### src/rtl/cpu_pkg.sv
// Shared 6502 core definitions: flag instruction encoding, P bit positions,
// ALU flag update mask bits and the stored-flag record.
package cpu_pkg;

    localparam int unsigned FLAG_OP_W = 3;
    localparam int unsigned P_W       = 8;
    localparam int unsigned UPD_W     = 4;

    typedef enum logic [FLAG_OP_W-1:0] {
        FOP_NONE,
        FOP_CLC,
        FOP_SEC,
        FOP_CLI,
        FOP_SEI,
        FOP_CLV,
        FOP_CLD,
        FOP_SED
    } flag_op_t;

    localparam int unsigned P_C = 0;
    localparam int unsigned P_Z = 1;
    localparam int unsigned P_I = 2;
    localparam int unsigned P_D = 3;
    localparam int unsigned P_B = 4;
    localparam int unsigned P_U = 5;
    localparam int unsigned P_V = 6;
    localparam int unsigned P_N = 7;

    // upd_mask bit order is {N,V,Z,C}
    localparam int unsigned UPD_C = 0;
    localparam int unsigned UPD_Z = 1;
    localparam int unsigned UPD_V = 2;
    localparam int unsigned UPD_N = 3;

    typedef struct packed {
        logic n;
        logic v;
        logic d;
        logic i;
        logic z;
        logic c;
    } flags_t;

    // Assemble a P byte; bit 5 always reads 1, bit 4 comes from the caller.
    function automatic logic [P_W-1:0] pack_p(input flags_t f, input logic b);
        logic [P_W-1:0] r;
        r      = '0;
        r[P_N] = f.n;
        r[P_V] = f.v;
        r[P_U] = 1'b1;
        r[P_B] = b;
        r[P_D] = f.d;
        r[P_I] = f.i;
        r[P_Z] = f.z;
        r[P_C] = f.c;
        return r;
    endfunction

endpackage

### src/rtl/status_reg_if.sv
// Status register connection bundle: ALU flags, flag ops, stack byte,
// interrupt lines in; P views and interrupt status out.
interface status_reg_if;
    import cpu_pkg::*;

    logic                 alu_n;
    logic                 alu_v;
    logic                 alu_z;
    logic                 alu_c;
    logic [UPD_W-1:0]     upd_mask;
    flag_op_t             flag_op;
    logic [P_W-1:0]       db_in;
    logic                 db_load;
    logic                 push_b;
    logic                 sync;
    logic                 irq_n;
    logic                 nmi_n;
    logic                 intr_ack;
    logic                 ack_nmi;

    logic [P_W-1:0]       p;
    logic [P_W-1:0]       p_push;
    logic                 c_flag;
    logic                 d_flag;
    logic                 int_req;
    logic                 nmi_pend;

    modport master (
        output alu_n, alu_v, alu_z, alu_c, upd_mask, flag_op, db_in, db_load,
               push_b, sync, irq_n, nmi_n, intr_ack, ack_nmi,
        input  p, p_push, c_flag, d_flag, int_req, nmi_pend
    );

    modport slave (
        input  alu_n, alu_v, alu_z, alu_c, upd_mask, flag_op, db_in, db_load,
               push_b, sync, irq_n, nmi_n, intr_ack, ack_nmi,
        output p, p_push, c_flag, d_flag, int_req, nmi_pend
    );

endinterface

### src/rtl/status_reg_int_detect.sv
// NMI falling-edge latch plus sync-delayed I mask, combined into int_req
// so that CLI/SEI/PLP take effect on masking one instruction late.
module int_detect (
    input  logic i_clk,
    input  logic i_rst,
    input  logic i_flag_i,
    input  logic sync_i,
    input  logic irq_n_i,
    input  logic nmi_n_i,
    input  logic intr_ack_i,
    input  logic ack_nmi_i,
    output logic int_req_o,
    output logic nmi_pend_o
);

    logic nmi_prev_q, nmi_prev_d;
    logic nmi_pend_q, nmi_pend_d;
    logic i_mask_q,   i_mask_d;

    // A new edge outranks an acknowledge landing in the same cycle.
    always_comb begin
        nmi_prev_d = nmi_n_i;
        nmi_pend_d = nmi_pend_q;
        i_mask_d   = i_mask_q;
        if (intr_ack_i && ack_nmi_i) begin
            nmi_pend_d = 1'b0;
        end
        if (nmi_prev_q && !nmi_n_i) begin
            nmi_pend_d = 1'b1;
        end
        if (sync_i) begin
            i_mask_d = i_flag_i;
        end
    end

    always_ff @(posedge i_clk) begin
        if (i_rst) begin
            nmi_prev_q <= 1'b1;
            nmi_pend_q <= 1'b0;
            i_mask_q   <= 1'b1;
        end else begin
            nmi_prev_q <= nmi_prev_d;
            nmi_pend_q <= nmi_pend_d;
            i_mask_q   <= i_mask_d;
        end
    end

    assign int_req_o  = nmi_pend_q | (~irq_n_i & ~i_mask_q);
    assign nmi_pend_o = nmi_pend_q;

endmodule

### src/rtl/status_reg.sv
// 6502 processor status register P with flag ops, stack load/push and interrupt gating.
// Define CMOS_DCLR_EN to clear D on interrupt entry (65C02 behaviour).
module status_reg
    import cpu_pkg::*;
#(
    parameter bit RESET_D = 1'b0
) (
    input  logic         i_clk,
    input  logic         i_rst,
    status_reg_if.slave  bus
);

`ifdef CMOS_DCLR_EN
    localparam bit DCLR_ON = 1'b1;
`else
    localparam bit DCLR_ON = 1'b0;
`endif

    localparam flags_t FLAGS_RST = '{n: 1'b0, v: 1'b0, d: RESET_D,
                                     i: 1'b1, z: 1'b0, c: 1'b0};

    flags_t flags_q, flags_d;
    logic   unused_db_bits;

    // Sources applied lowest priority first so later writes win per bit.
    always_comb begin
        flags_d = flags_q;
        if (bus.upd_mask[UPD_N]) flags_d.n = bus.alu_n;
        if (bus.upd_mask[UPD_V]) flags_d.v = bus.alu_v;
        if (bus.upd_mask[UPD_Z]) flags_d.z = bus.alu_z;
        if (bus.upd_mask[UPD_C]) flags_d.c = bus.alu_c;

        case (bus.flag_op)
            FOP_CLC: flags_d.c = 1'b0;
            FOP_SEC: flags_d.c = 1'b1;
            FOP_CLI: flags_d.i = 1'b0;
            FOP_SEI: flags_d.i = 1'b1;
            FOP_CLV: flags_d.v = 1'b0;
            FOP_CLD: flags_d.d = 1'b0;
            FOP_SED: flags_d.d = 1'b1;
            default: ;
        endcase

        if (bus.intr_ack) begin
            flags_d.i = 1'b1;
            if (DCLR_ON) flags_d.d = 1'b0;
        end

        if (bus.db_load) begin
            flags_d.n = bus.db_in[P_N];
            flags_d.v = bus.db_in[P_V];
            flags_d.d = bus.db_in[P_D];
            flags_d.i = bus.db_in[P_I];
            flags_d.z = bus.db_in[P_Z];
            flags_d.c = bus.db_in[P_C];
        end
    end

    always_ff @(posedge i_clk) begin
        if (i_rst) begin
            flags_q <= FLAGS_RST;
        end else begin
            flags_q <= flags_d;
        end
    end

    // B and unused bits of a pulled byte have no storage.
    assign unused_db_bits = ^{bus.db_in[P_B], bus.db_in[P_U]};

    assign bus.p      = pack_p(flags_q, 1'b1);
    assign bus.p_push = pack_p(flags_q, bus.push_b);
    assign bus.c_flag = flags_q.c;
    assign bus.d_flag = flags_q.d;

    int_detect u_int_detect (
        .i_clk      (i_clk),
        .i_rst      (i_rst),
        .i_flag_i   (flags_q.i),
        .sync_i     (bus.sync),
        .irq_n_i    (bus.irq_n),
        .nmi_n_i    (bus.nmi_n),
        .intr_ack_i (bus.intr_ack),
        .ack_nmi_i  (bus.ack_nmi),
        .int_req_o  (bus.int_req),
        .nmi_pend_o (bus.nmi_pend)
    );

endmodule

### src/flat_wrapper.sv
// flat-port wrapper written by rule: the top's interface ports become plain ports
module status_reg_flat import cpu_pkg::*;
#(
    parameter bit RESET_D = 1'b0
)
  (i_clk, i_rst, bus_alu_n, bus_alu_v, bus_alu_z, bus_alu_c, bus_upd_mask, bus_flag_op, bus_db_in, bus_db_load, bus_push_b, bus_sync, bus_irq_n, bus_nmi_n, bus_intr_ack, bus_ack_nmi, bus_p, bus_p_push, bus_c_flag, bus_d_flag, bus_int_req, bus_nmi_pend);
  status_reg_if bus_i ();
  input  logic i_clk;
  input  logic i_rst;
  input wire logic [$bits(bus_i.alu_n)-1:0] bus_alu_n;
  input wire logic [$bits(bus_i.alu_v)-1:0] bus_alu_v;
  input wire logic [$bits(bus_i.alu_z)-1:0] bus_alu_z;
  input wire logic [$bits(bus_i.alu_c)-1:0] bus_alu_c;
  input wire logic [$bits(bus_i.upd_mask)-1:0] bus_upd_mask;
  input wire logic [$bits(bus_i.flag_op)-1:0] bus_flag_op;
  input wire logic [$bits(bus_i.db_in)-1:0] bus_db_in;
  input wire logic [$bits(bus_i.db_load)-1:0] bus_db_load;
  input wire logic [$bits(bus_i.push_b)-1:0] bus_push_b;
  input wire logic [$bits(bus_i.sync)-1:0] bus_sync;
  input wire logic [$bits(bus_i.irq_n)-1:0] bus_irq_n;
  input wire logic [$bits(bus_i.nmi_n)-1:0] bus_nmi_n;
  input wire logic [$bits(bus_i.intr_ack)-1:0] bus_intr_ack;
  input wire logic [$bits(bus_i.ack_nmi)-1:0] bus_ack_nmi;
  output wire logic [$bits(bus_i.p)-1:0] bus_p;
  output wire logic [$bits(bus_i.p_push)-1:0] bus_p_push;
  output wire logic [$bits(bus_i.c_flag)-1:0] bus_c_flag;
  output wire logic [$bits(bus_i.d_flag)-1:0] bus_d_flag;
  output wire logic [$bits(bus_i.int_req)-1:0] bus_int_req;
  output wire logic [$bits(bus_i.nmi_pend)-1:0] bus_nmi_pend;
  assign bus_i.alu_n = bus_alu_n;
  assign bus_i.alu_v = bus_alu_v;
  assign bus_i.alu_z = bus_alu_z;
  assign bus_i.alu_c = bus_alu_c;
  assign bus_i.upd_mask = bus_upd_mask;
  assign bus_i.flag_op = bus_flag_op;
  assign bus_i.db_in = bus_db_in;
  assign bus_i.db_load = bus_db_load;
  assign bus_i.push_b = bus_push_b;
  assign bus_i.sync = bus_sync;
  assign bus_i.irq_n = bus_irq_n;
  assign bus_i.nmi_n = bus_nmi_n;
  assign bus_i.intr_ack = bus_intr_ack;
  assign bus_i.ack_nmi = bus_ack_nmi;
  assign bus_p = bus_i.p;
  assign bus_p_push = bus_i.p_push;
  assign bus_c_flag = bus_i.c_flag;
  assign bus_d_flag = bus_i.d_flag;
  assign bus_int_req = bus_i.int_req;
  assign bus_nmi_pend = bus_i.nmi_pend;
  status_reg #(.RESET_D(RESET_D)) u_core (.i_clk(i_clk), .i_rst(i_rst), .bus(bus_i));
endmodule
### config.mk
export PLATFORM = sky130hd
export DESIGN_NAME = status_reg_flat
export DESIGN_NICKNAME = d
export VERILOG_FILES = /design/src/rtl/cpu_pkg.sv /design/src/rtl/status_reg_if.sv /design/src/rtl/status_reg_int_detect.sv /design/src/rtl/status_reg.sv /design/src/flat_wrapper.sv
export SDC_FILE = /design/constraint.sdc
export NUM_CORES = 1
export LEC_CHECK = 0
export ABC_CLOCK_PERIOD_IN_PS = 1400
export CELL_PAD_IN_SITES_DETAIL_PLACEMENT = 0
export CELL_PAD_IN_SITES_GLOBAL_PLACEMENT = 1
export CORE_UTILIZATION = 20
export CTS_CLUSTER_SIZE = 12
export DETAILED_ROUTE_END_ITERATION = 12
export PLACE_DENSITY_LB_ADDON = 0.25
export SLEW_MARGIN = 5
export SYNTH_ARGS = -nofsm -noshare
export SYNTH_HDL_FRONTEND = slang
export SYNTH_SLANG_ARGS = --single-unit
### constraint.sdc
create_clock -name i_clk -period 1.4 [get_ports i_clk]
set_input_delay 0.28 -clock i_clk [delete_from_list [all_inputs] [get_ports i_clk]]
set_output_delay 0.28 -clock i_clk [all_outputs]
set_load 0.05 [all_outputs]
==> changes_impl.md, run 1 <==
### Changed

- Status: complete, no violations
- Sw frac: 33.9%
- Yosys warning tally: 0
- Final min period: 1.29 ns
- HP Start: u_core.u_int_detect.nmi_pend_o
- WHS: 0.559 ns
- R2R depth: 3
- R2R Path Start: u_core.bus.p[2]
- Total congestion overflow: 0
- Initial antenna violation count: 0
- Worst Path Required: 1.12 ns
- Seq/Total Area, Yosys: 33.5%
- RD Place Congestion: 0.611
- H-tree depth: 1
- Critical Path Source Type: input port
- Post-synth ARST share: 0%
- DP Cell Count: 125
- Total negative slack: 0 ns
- Post-Synthesis Cells: 61
- Ys cells: 61
- Critical Path Sink Type: output pin
- Worst vdd ir: 0.000450 V
- Sequential power share: 31.8%
- Final worst path period share: 92.4%
- Final core occ: 44.8%
- CTS Root Cell: clkbuf_4
- Most area-hungry cell type in the Yosys netlist: dfxtp_1
- Sw Pwr: 0.312 mW
- Top cells by area: dfxtp_1 (33%), buf_4 (18%), mux2i_1 (7.4%), nor2b_1 (4.7%), mux2_2 (4.2%)
- Initial Utilization: 21.5%
- DIE WIDTH: 53.9 um
- Hold buffers post-CTS: 0
- Post-cts sizing count: 0
- # setup viols final: 0
- Max Freq: 0.773 GHz
- Post-CTS Setup Bufs: 0
- Most instantiated logic cells after routing: clkdlybuf4s50_1 (24), buf_12 (16), dfxtp_1 (9), buf_4 (7), nor2_1 (5)
- Share of cells above drive strength 1: 31.3%
- Hold Crit Class: reg2reg
- Max-slew violation count: 0
- Final WL: 1290 um
- Drt via density: 4.10
- CTS tree: yes
- Worst EP arrival: 1.01 ns
- Synth Cell Area: 538 um2
- Power Sequential: 0.293 mW
- Comb pwr: 0.427 mW
- DR iter-0 viols: 3
- Worst slack at placement: -0.129 ns
- Gate power share: 46.4%
- Pwr top: combinational cells
- YS chip area: 538 um2
- Post-route DRC violation count: 0
- Synthesized area per cell: 8.82 um2
- Post-layout nets: 128
- Core area: 2500 um2
- Placed inst area: 1090 um2
- Post-synth EDFFs: 0
-- run 1: area by class of cell --
class | instances | area [um2] | area share, %
inverter | 2 | 7.51 | 0.670
clock buffer | 4 | 26.3 | 2.35
multi-input combinational | 37 | 255 | 22.8
timing repair buffer | 47 | 613 | 54.7
sequential | 9 | 180 | 16.1
tap | 30 | 37.5 | 3.35
-- run 1: flip-flops by register name (all words and copies together), names as in the netlist --
name,flops
u_core.bus.p,4
u_core.bus.c_flag,1
u_core.bus.d_flag,1
u_core.u_int_detect.i_mask_q,1
u_core.u_int_detect.nmi_pend_o,1
u_core.u_int_detect.nmi_prev_q,1
-- run 1: worst max path at each step --
stage                                        start               to  slack (ns)  cells past startpoint
global placement                    bus_flag_op[1]  u_core.bus.p[2]       -0.12                      4
global route                             bus_irq_n      bus_int_req        0.08                      3
detailed placement                  bus_flag_op[1]  u_core.bus.p[2]       -0.13                      4
finish                                   bus_irq_n      bus_int_req        0.11                      3
CTS                                      bus_irq_n      bus_int_req         0.1                      3
floorplan           u_core.u_int_detect.nmi_pend_o      bus_int_req        0.14                      1
-- run 1: critical path, cell delays in order --
cell             delay [ns]
clkdlybuf4s50_1        0.41
o21bai_2               0.16
buf_12                 0.16
-- run 1: cells by family (layout without fill, tap and decap cells) --
group,Yosys count,count (layout),synth area share (%)
AND-OR/OR-AND,14,14,20.2
buffers and inverters,17,53,21.2
flip-flops,9,9,33.5
multiplexers,6,6,11.6
other,1,3,0.697
AND/OR/NAND/NOR,14,14,12.8
-- run 1: layer usage --
layer	vias up	GRT usage, %	wire length, um
met5	-	0	0
met4	0	7.89	15
met3	2	3.95	165
met2	31	15.0	630
met1	229	11.2	475
li1	267	-	-
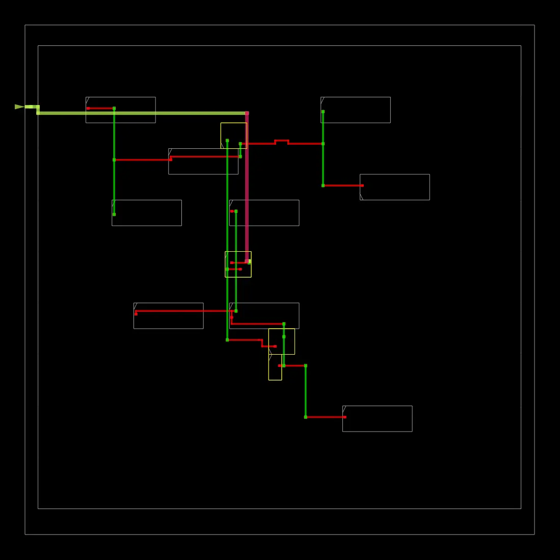
Fig. 1. Clock wiring as the flow saved it (run 1).
flop count: 9
# clock sinks: 9

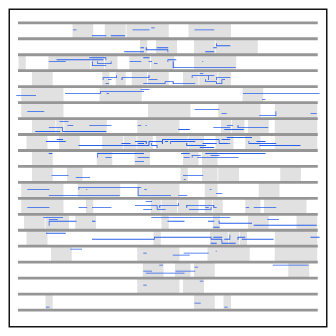
Fig. 2. Metal 1 (run 1).
Supply wires on this layer in grey. Cells faint in the background.
longest straight run: 13.3 um
nets with wire on the layer: 91
wire length on this layer: 476 um
met1 usage in global routing: 11.2%
via count: 529

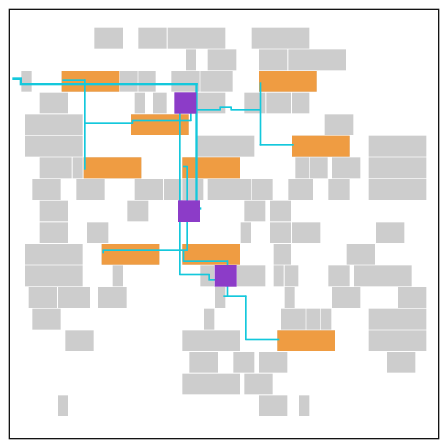
Fig. 3. Clock network drawn from the DEF (run 1).
[orange] flip-flops | count: 9
[purple] cells driving clock nets | count: 3
[cyan] clock wires | length: 166 um
routed clock nets: 4
Clock Latency Late Sink: 0.26 ns
Worst Skew: 0.000787 ns
clock share of power: 21.8%
Clock Power: 0.201 mW

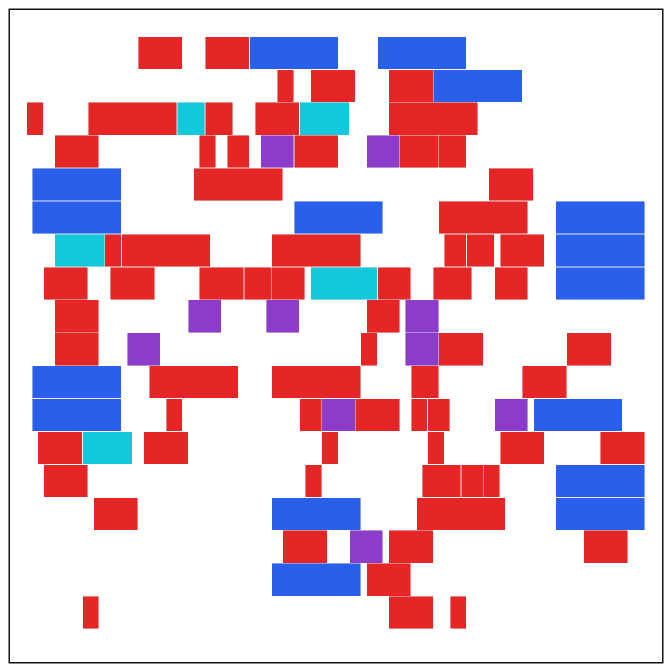
Fig. 4. Cell sizes after repair (run 1).
[blue] drive 6 and up | cells: 16
[cyan] drive 2 | cells: 5
[purple] drive 3 to 4 | cells: 10
[red] drive 1 or less | cells: 68
design area: 1120 um2
Non-clk bufs: 47
post-route setup slack: 0.107 ns
Area Growth Syn to Fin: 108%

## Run 2: what changed since run 1
==> constraint.sdc (replaced) <==
create_clock -name i_clk -period 1.4 [get_ports i_clk]
set_input_delay 0.28 -clock i_clk [delete_from_list [all_inputs] [get_ports i_clk]]
set_output_delay 0.28 -clock i_clk [all_outputs]
set_load 0.005 [all_outputs]
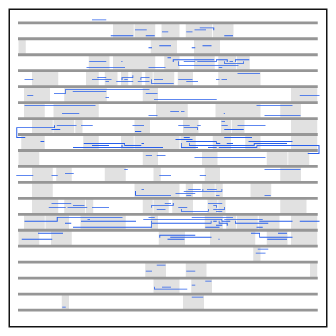
Fig. 5. Metal 1 (run 2).
Supply wires on this layer in grey. Cells faint in the background.
main direction: horizontal
nets with wire on the layer: 95
via count: 531
final WL: 1310 um

==> changes_impl.md, run 2 <==
### Changed

- Worst path slowest cell: clkdlybuf4s50_1
- Max-slew violation count: 0 (unchanged)
- Post-synth EDFFs: 0 (unchanged)
- R2R depth: 4 (+1)
- Post-synth ARST share: 0% (unchanged)
- # clock sinks: 9 (unchanged)
- Distinct lib cells used: 23
- RSZ-0062 raised after global routing: no
- Crit path cell chain: clkdlybuf4s50_1
- Post-route DRC violation count: 0 (unchanged)
- DP Cell Count: 122 (-2.4%)
- Final worst path period share: 97.3% (+5.0 points)
- Max stage delay on crit path: 0.49 ns (+0.08 ns)
- Final min period: 1.36 ns (+0.0694 ns)
- Xor/xnor share: 0% (unchanged)
- Most area-hungry cell type in the Yosys netlist: dfxtp_1
- Clock Latency Late Sink: 0.26 ns (about the same)
- Post-Synthesis Cells: 61 (unchanged)
- Top layer reached by signal wires: met4
- Worst vdd ir: 0.000436 V (-3.1%)
- Worst Skew: 0.00115 ns (+0.000359 ns)
- Status: complete, no violations
- Share of cells above drive strength 1: 18.6% (-13 points)
- Hold buffers post-CTS: 0 (unchanged)
- Top cells by area: dfxtp_1 (33%), buf_4 (18%), mux2i_1 (7.4%), nor2b_1 (4.7%), mux2_2 (4.2%)
- Worst Path Required: 1.12 ns (about the same)
- Ys cells: 61 (unchanged)
- Total congestion overflow: 0 (unchanged)
- Met2 WL: 601 um (-4.6%)
- WHS: 0.502 ns (-0.0566 ns)
- Initial antenna violation count: 0 (unchanged)
- DR iter-0 viols: 2 (-1)
- WL met3: 149 um (-9.7%)
- Vias in the first global route: 480
- Critical Path Sink Type: output pin
- Worst slack at placement: -0.186 ns (-0.0566 ns)
- Synth Area in Simple Gates: 12.8% (unchanged)
- Cts bufs inserted: 3
- Drt via density: 4.18 (+2.0%)
- CTS tree: yes
- Compound-Gate Fraction of Synth Area: 20.2% (unchanged)
- DIE WIDTH: 53.9 um (unchanged)
- Seq/Total Area, Yosys: 33.5% (unchanged)
- Synth Cell Area: 538 um2 (unchanged)
- YS chip area: 538 um2 (unchanged)
- Met1 wire length: 536 um (+13%)
- Post-synth mux share: 11.6% (unchanged)
- CP bufs+invs: 1 (-1)
- Area Growth Syn to Fin: 82.6%
- Yosys warning tally: 0 (unchanged)
- CP Depth: 1 (-2)
- # setup viols final: 0 (unchanged)
- Post-route setup slack: 0.0374 ns (-0.0694 ns)
- Hold Crit Class: reg2reg
- First drt pass iteration count: 2
- Dominant kind of combinational cell: buffers and inverters
- H-tree depth: 1 (unchanged)
- Max Freq: 0.734 GHz (-5.1%)
- CTS Root Cell: clkbuf_4
- Worst EP arrival: 1.08 ns (+0.07 ns)
- Synthesized area per cell: 8.82 um2 (unchanged)
- Core area: 2500 um2 (unchanged)
- Global-route wire length before repair: 1910 um
-- run 2: cell counts after synthesis --
Identical to the previous run, type by type.
-- run 2: path summary, 6_finish.rpt --
path / from / end / slack (ns)
min: u_core.u_int_detect.nmi_pend_o / u_core.u_int_detect.nmi_pend_o / 0.50
max: u_core.bus.p[1] / bus_p_push[1] / 0.04
max reg2reg: u_core.bus.p[2] / u_core.bus.p[2] / 0.22
min reg2reg: u_core.u_int_detect.nmi_pend_o / u_core.u_int_detect.nmi_pend_o / 0.50
-- run 2: repair_timing --
item / CTS / global route
setup buffers: 1 / 0
pin swaps: 0 / 0
setup endpoints to repair: 15 / 14
gates resized: 7 / 14
-- run 2: power breakdown --
part / switching (mW) / total (mW) / internal [mW]
logic: 0.0623 / 0.203 / 0.141
clock network: 0.0915 / 0.201 / 0.110
registers: 0.0111 / 0.287 / 0.276
total: 0.165 / 0.692 / 0.527
-- run 2: cell type report --
type	instances	area [um2]	area share (%)
timing repair buffer	45	472	48.0
multi-input combinational	37	251	25.6
sequential	9	188	19.1
clock buffer	4	26.3	2.68
inverter	2	7.51	0.764
tap	30	37.5	3.82
-- run 2: per-stage QoR --
step	instance area, um2	util, %	TNS, ns	power (mW)
4_1_cts	947	37.9	0	0.713
2_1_floorplan	546	-	0	0.382
3_3_place_gp	907	36.3	-0.435	0.503
6_report	982	39.3	0	0.692
5_1_grt	982	39.3	0	0.735
3_5_place_dp	907	36.3	-0.460	0.504
-- run 2: routing by layer --
layer  GRT usage, %  vias up
met5              0        -
met4           6.58        0
met2           15.6       29
met1           10.6      236
li1               -      264
met3           2.82        2
Fig. 6: run 2, clock network drawn from the DEF
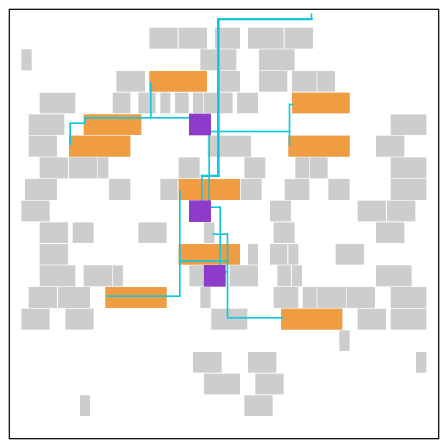

## Run 3: what changed since run 2
Settings changed: CAP_MARGIN set to 20, CTS_BUF_LIST set to sky130_fd_sc_hd__clkbuf_8 sky130_fd_sc_hd__clkbuf_16, HOLD_SLACK_MARGIN set to 0.08.
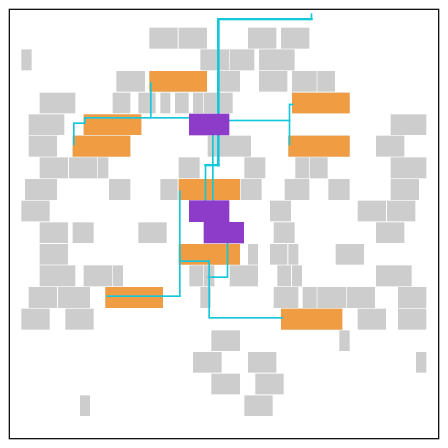
Fig. 7. Clock network drawn from the DEF (run 3).
[cyan] clock wires | length: 151 um
[orange] flip-flops | count: 9
[purple] cells driving clock nets | count: 3
routed clock nets: 4
Clock Power: 0.289 mW
Worst Skew: 0.00139 ns
Clock Latency Late Sink: 0.23 ns
clock share of power: 37.0%

==> changes_impl.md, run 3 <==
### Changed

- Pwr Total: 0.781 mW (+13%)
- Max stage delay on crit path: 0.50 ns (about the same)
- Share of cells above drive strength 1: 15.6% (-2.9 points)
- Total negative slack: 0 ns (unchanged)
- Compound-Gate Fraction of Synth Area: 20.2% (unchanged)
- Reg2reg end: u_core.bus.p[2]
- YS chip area: 538 um2 (unchanged)
- Worst EP arrival: 1.07 ns (about the same)
- Core area: 2500 um2 (unchanged)
- Post-synth EDFFs: 0 (unchanged)
- R2R depth: 3 (-1)
- Vias in the first global route: 467 (-2.7%)
- Top cells by area: dfxtp_1 (33%), buf_4 (18%), mux2i_1 (7.4%), nor2b_1 (4.7%), mux2_2 (4.2%)
- Drt via density: 4.17 (-0.16%)
- Most area-hungry cell type in the Yosys netlist: dfxtp_1
- Status: complete, no violations
- Post-CTS Setup Bufs: 0 (-1)
- R2R Path Start: u_core.bus.p[2]
- CTS Root Cell: clkbuf_8
- Worst vdd ir: 0.000480 V (+10%)
- # setup viols final: 0 (unchanged)
- Via count: 526 (-0.94%)
- DIE WIDTH: 53.9 um (unchanged)
- Initial antenna violation count: 0 (unchanged)
- Hold buffers post-CTS: 0 (unchanged)
- Hold Crit Class: reg2reg
- Worst Hold Endpoint: u_core.u_int_detect.i_mask_q
- # clock sinks: 9 (unchanged)
- Crit path cell chain: clkdlybuf4s50_1
- Cts bufs inserted: 3 (unchanged)
- RSZ-0062 raised after global routing: no
- Design area: 973 um2 (-0.89%)
- Post-route setup slack: 0.0454 ns (+0.00805 ns)
- CTS tree: yes
- Worst slack at placement: -0.186 ns (unchanged)
- Yosys warning tally: 0 (unchanged)
- Worst Path Required: 1.12 ns (about the same)
- H-tree depth: 1 (unchanged)
- Global-route wire length before repair: 1870 um (-2.2%)
- Final worst path period share: 96.8% (-0.57 points)
- Final min period: 1.35 ns (-0.00805 ns)
- Total congestion overflow: 0 (unchanged)
- Worst path slowest cell: clkdlybuf4s50_1
- Post-synth mux share: 11.6% (unchanged)
- Max Freq: 0.738 GHz (+0.59%)
- R2r setup slk: 0.33 ns (+0.11 ns)
- Dominant kind of combinational cell: buffers and inverters
- Xor/xnor share: 0% (unchanged)
- CP bufs+invs: 1 (unchanged)
- Post-Synthesis Cells: 61 (unchanged)
- Synth Area in Simple Gates: 12.8% (unchanged)
run 3: cell counts after synthesis:
Identical to the previous run, type by type.
run 3: cell families after synthesis:
family	Yosys count
flops	9
buf+inv	17
compound gates	14
mux	6
simple gates	14
other cells	1
run 3: layout make-up:
type	instances	area (um2)
fill	259	1530
timing repair buffer	44	447
multi-input combinational	37	251
sequential	9	185
clock buffer	3	41.3
tap	30	37.5
inverter	2	7.51
clock inverter	1	3.75
run 3: where the power goes:
part	leakage [nW]	internal [mW]	switching, mW
Combinational	0.375	0.143	0.0606
Sequential	0.0753	0.277	0.0121
Clock	0.0269	0.191	0.0982
run 3: worst max path at each step:
stage / startpoint / endpoint / cells after the start
after floorplan: u_core.bus.p[2] / u_core.bus.p[2] / 3
after global placement: bus_irq_n / bus_int_req / 3
after detailed placement: bus_irq_n / bus_int_req / 3
after CTS: u_core.bus.d_flag / bus_p[3] / 1
after global routing: u_core.bus.p[2] / bus_p[2] / 1
final: u_core.bus.p[2] / bus_p[2] / 1
run 3: layer usage:
layer	track usage [%]	vias to the layer above	wire length (um)
met5	0	-	0
met4	5.26	0	18
met3	2.82	2	143
met2	14.8	29	577
met1	10.8	235	529
li1	-	260	-
run 3: through the flow:
step | util (%) | cells
3_5_place_dp | 36.3 | 122
6_report | 38.9 | 126
3_3_place_gp | 36.3 | 122
4_1_cts | 38.1 | 126
5_1_grt | 38.9 | 126
2_1_floorplan | - | 63
run 3: repair_timing:
item,CTS,global route
pin swaps,0,0
endpoints found under the hold margin,0,0
endpoints found under the setup margin,3,13
gates resized,2,10

## Gallery

Cell classes on the final placement.
Scale bar: 20 um.
panel A
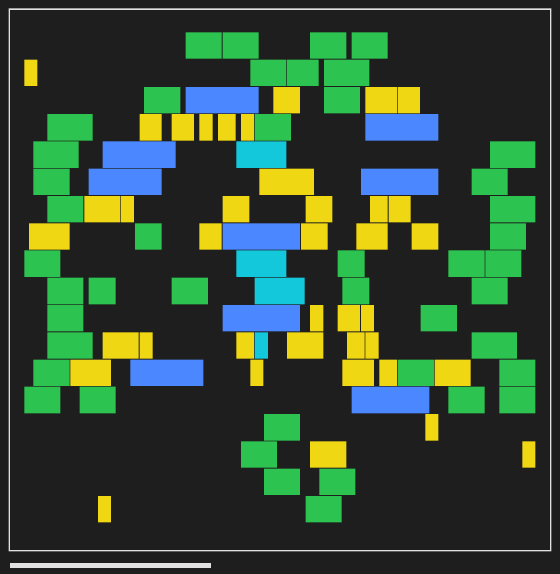
panel B
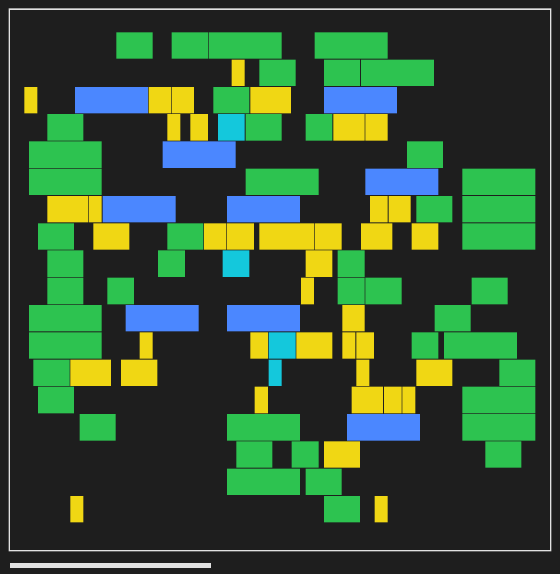
Panel A comes from run 3.
Panel B comes from run 1.

Key to panel B:
[yellow] all other logic | cells: 39 | share of their area: 24%
[blue] flops | cells: 9 | share of their area: 17%
[green] other buffers and delay cells | cells: 47 | share of their area: 57%
[cyan] clock drivers and dummy loads | cells: 4 | share of their area: 2.4%

Power figures rest on the tool's default switching activity, not on a simulated workload.
